File: config.mk
export PLATFORM = sky130hd
export DESIGN_NAME = operand_fetch
export DESIGN_NICKNAME = d
export VERILOG_FILES = /design/src/rtl/operand_fetch_pkg.sv /design/src/rtl/operand_fetch_bypass.sv /design/src/rtl/operand_fetch.sv
export SDC_FILE = /design/constraint.sdc
export NUM_CORES = 1
export LEC_CHECK = 0
export CAP_MARGIN = 5
export CORE_ASPECT_RATIO = 1.4
export CORE_MARGIN = 2
export CORE_UTILIZATION = 45
export DETAILED_ROUTE_END_ITERATION = 12
export PLACE_DENSITY = 0.81
export SLEW_MARGIN = 20
export SYNTH_ARGS = -nofsm -noshare
export SYNTH_HDL_FRONTEND = slang
export SYNTH_SLANG_ARGS = --single-unit
File: constraint.sdc
create_clock -name clk -period 2.52 [get_ports clk]
set_input_delay 0.378 -clock clk [delete_from_list [all_inputs] [get_ports clk]]
set_output_delay 0.378 -clock clk [all_outputs]
set_load 0.02 [all_outputs]
File: src/rtl/operand_fetch_pkg.sv
// Shared types and constants for the operand fetch stage.
package operand_fetch_pkg;

    localparam int XLEN      = 32;
    localparam int REG_IDX_W = 5;
    localparam logic [REG_IDX_W-1:0] REG_ZERO = 5'd0;

    typedef enum logic [1:0] {
        IDLE  = 2'd0,
        WAIT  = 2'd1,
        VALID = 2'd2
    } state_t;

    // A writeback hits idx only when it is enabled (active-low) and targets a non-zero register.
    function automatic logic write_matches(input logic [REG_IDX_W-1:0] rd,
                                           input logic                 enablen,
                                           input logic [REG_IDX_W-1:0] idx);
        return !enablen && (rd != REG_ZERO) && (rd == idx);
    endfunction

endpackage

File: src/rtl/operand_fetch_bypass.sv
// One operand's writeback match and the priority select used when read data returns.
module operand_bypass
    import operand_fetch_pkg::*;
(
    input  logic [REG_IDX_W-1:0] idx,
    input  logic [REG_IDX_W-1:0] wb_rd,
    input  logic                 wb_enablen,
    input  logic [XLEN-1:0]      wb_data,
    input  logic                 pending,
    input  logic [XLEN-1:0]      pending_data,
    input  logic [XLEN-1:0]      rf_rdata,
    output logic                 match,
    output logic [XLEN-1:0]      value
);

    assign match = write_matches(wb_rd, wb_enablen, idx);

    // A write landing now is newer than one captured at issue, which is newer than the array.
    always_comb begin
        value = rf_rdata;
        if (idx == REG_ZERO) begin
            value = '0;
        end else if (match) begin
            value = wb_data;
        end else if (pending) begin
            value = pending_data;
        end
    end

endmodule

File: src/rtl/operand_fetch.sv
// Issues register-file reads for one instruction and hands snoop-corrected operands to execute.
module operand_fetch
    import operand_fetch_pkg::*;
(
    input  logic                 clk,
    input  logic                 reset,
    input  logic                 in_valid,
    output logic                 in_ready,
    input  logic [XLEN-1:0]      in_pc,
    input  logic [REG_IDX_W-1:0] in_rs1,
    input  logic [REG_IDX_W-1:0] in_rs2,
    output logic [REG_IDX_W-1:0] rf_rs1,
    output logic [REG_IDX_W-1:0] rf_rs2,
    input  logic [XLEN-1:0]      rf_rdata1,
    input  logic [XLEN-1:0]      rf_rdata2,
    input  logic [REG_IDX_W-1:0] wb_rd,
    input  logic                 wb_enablen,
    input  logic [XLEN-1:0]      wb_data,
    output logic                 out_valid,
    input  logic                 out_ready,
    output logic [XLEN-1:0]      out_pc,
    output logic [XLEN-1:0]      out_op1,
    output logic [XLEN-1:0]      out_op2
);

    state_t state;
    state_t next_state;

    logic [REG_IDX_W-1:0] rs1_q;
    logic [REG_IDX_W-1:0] rs2_q;
    logic                 pend1;
    logic                 pend2;
    logic [XLEN-1:0]      pend_data1;
    logic [XLEN-1:0]      pend_data2;

    logic            accept;
    logic            match1;
    logic            match2;
    logic [XLEN-1:0] value1;
    logic [XLEN-1:0] value2;

    assign in_ready  = !reset && ((state == IDLE) || ((state == VALID) && out_ready));
    assign accept    = in_valid && in_ready;
    assign out_valid = (state == VALID);

    assign rf_rs1 = accept ? in_rs1 : rs1_q;
    assign rf_rs2 = accept ? in_rs2 : rs2_q;

    operand_bypass u_bypass1 (
        .idx          (rs1_q),
        .wb_rd        (wb_rd),
        .wb_enablen   (wb_enablen),
        .wb_data      (wb_data),
        .pending      (pend1),
        .pending_data (pend_data1),
        .rf_rdata     (rf_rdata1),
        .match        (match1),
        .value        (value1)
    );

    operand_bypass u_bypass2 (
        .idx          (rs2_q),
        .wb_rd        (wb_rd),
        .wb_enablen   (wb_enablen),
        .wb_data      (wb_data),
        .pending      (pend2),
        .pending_data (pend_data2),
        .rf_rdata     (rf_rdata2),
        .match        (match2),
        .value        (value2)
    );

    always_comb begin
        next_state = state;
        case (state)
            IDLE:    if (accept) next_state = WAIT;
            WAIT:    next_state = VALID;
            VALID: begin
                if (accept) begin
                    next_state = WAIT;
                end else if (out_ready) begin
                    next_state = IDLE;
                end
            end
            default: next_state = IDLE;
        endcase
    end

    always_ff @(posedge clk) begin
        if (reset) begin
            state      <= IDLE;
            rs1_q      <= REG_ZERO;
            rs2_q      <= REG_ZERO;
            out_pc     <= '0;
            out_op1    <= '0;
            out_op2    <= '0;
            pend1      <= 1'b0;
            pend2      <= 1'b0;
            pend_data1 <= '0;
            pend_data2 <= '0;
        end else begin
            state <= next_state;
            // The array returns the pre-write value for a same-cycle write, so remember it here.
            if (accept) begin
                rs1_q      <= in_rs1;
                rs2_q      <= in_rs2;
                out_pc     <= in_pc;
                pend1      <= write_matches(wb_rd, wb_enablen, in_rs1);
                pend2      <= write_matches(wb_rd, wb_enablen, in_rs2);
                pend_data1 <= wb_data;
                pend_data2 <= wb_data;
            end
            if (state == WAIT) begin
                out_op1 <= value1;
                out_op2 <= value2;
                pend1   <= 1'b0;
                pend2   <= 1'b0;
            end else if (state == VALID) begin
                if (match1) out_op1 <= wb_data;
                if (match2) out_op2 <= wb_data;
            end
        end
    end

endmodule

closeup.png
Window x 43 to 68, y 64 to 89 um. Cells in gray, sequential cells in the stronger gray; small squares are vias.
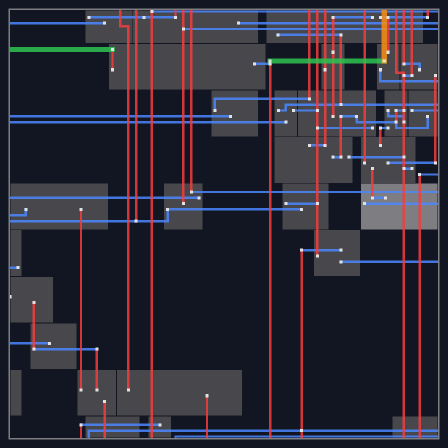
[M2] red
[M1] blue
[M3] green
[M4] orange
netlist names of flops here include: state (1)
sequential cells in the window: 1
cells with their middle in the window: 23
most frequent: buf_4 (7), buf_12 (3)

==> reports/writeup.txt <==
The report shows a maximum critical-path fanout of 6. The net switching power was 1708 uW. Of all power groups, the one with the highest power is registers. For the worst-case setup slack after placement, the log shows -0.1975 ns. The flow ran to the end, and the final reports show no timing, DRC or antenna violations. The first global-routing pass estimated 36590 um of wire. In the post-route analysis, the smallest setup slack over all paths is 0.09178 ns. The synthesis report lists the most area-consuming cells as sky130_fd_sc_hd__dfxtp_1 (40%), sky130_fd_sc_hd__mux2i_1 (6.9%), sky130_fd_sc_hd__o21ai_0 (5.7%).

Across all hold checks on the routed design, the worst slack comes to 0.4604 ns. The worst register-to-register path ends at state[0]. Remaining max-slew budget at the tightest pin: 0.3533.

The cell at the slowest stage of the critical path was sky130_fd_sc_hd__mux2_2. The run gives 0.9636 for the post-route clock period utilization. For the wire length on met2, the log shows 12610 um. The transition time recorded at the tightest slew-check pin is 0.9701 ns. The run gives 0.1286 for the ratio of cells with drive above 1 in the final layout. With the number of flops mapped to enable cells by yosys at 0, the register-to-register setup slack is 0.34 ns. The category of the worst setup path launch point is a flop. The count of antenna diodes in the layout is 1, and the total die area is 0.01680 mm^2. By count the netlist is led by sky130_fd_sc_hd__dfxtp_1 (142), sky130_fd_sc_hd__nand2_1 (101), sky130_fd_sc_hd__o21ai_0 (81), sky130_fd_sc_hd__clkbuf_1 (65), sky130_fd_sc_hd__nand2b_1 (64).

Per the synth log, the flip-flop and latch total comes to 142. Traced cell by cell, the critical path runs through inv_2 > ha_4 > a21oi_2 > nor3b_4 > buf_6 > buf_12 > mux2_2 > buf_2. OpenSTA lists the critical path endpoint as rf_rs2[2]. The tools report the fraction of power consumed by combinational cells as 0.203. The non-clock buffering overhead in the final layout was 0.2792.
congestion_map.png
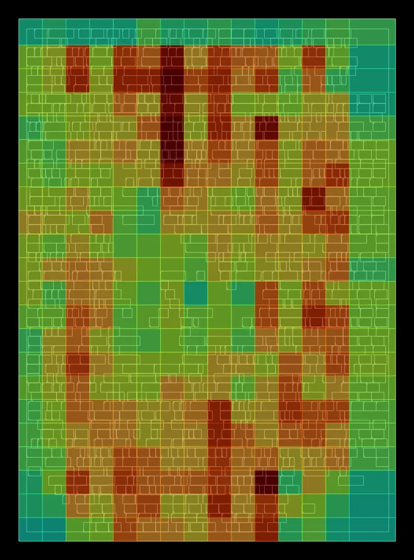
routing layer with the top usage in global route: met2
met3 track demand over resource in global routing: 0.05218
grt met2 use: 0.4972

Power figures rest on the tool's default switching activity, not on a simulated workload.
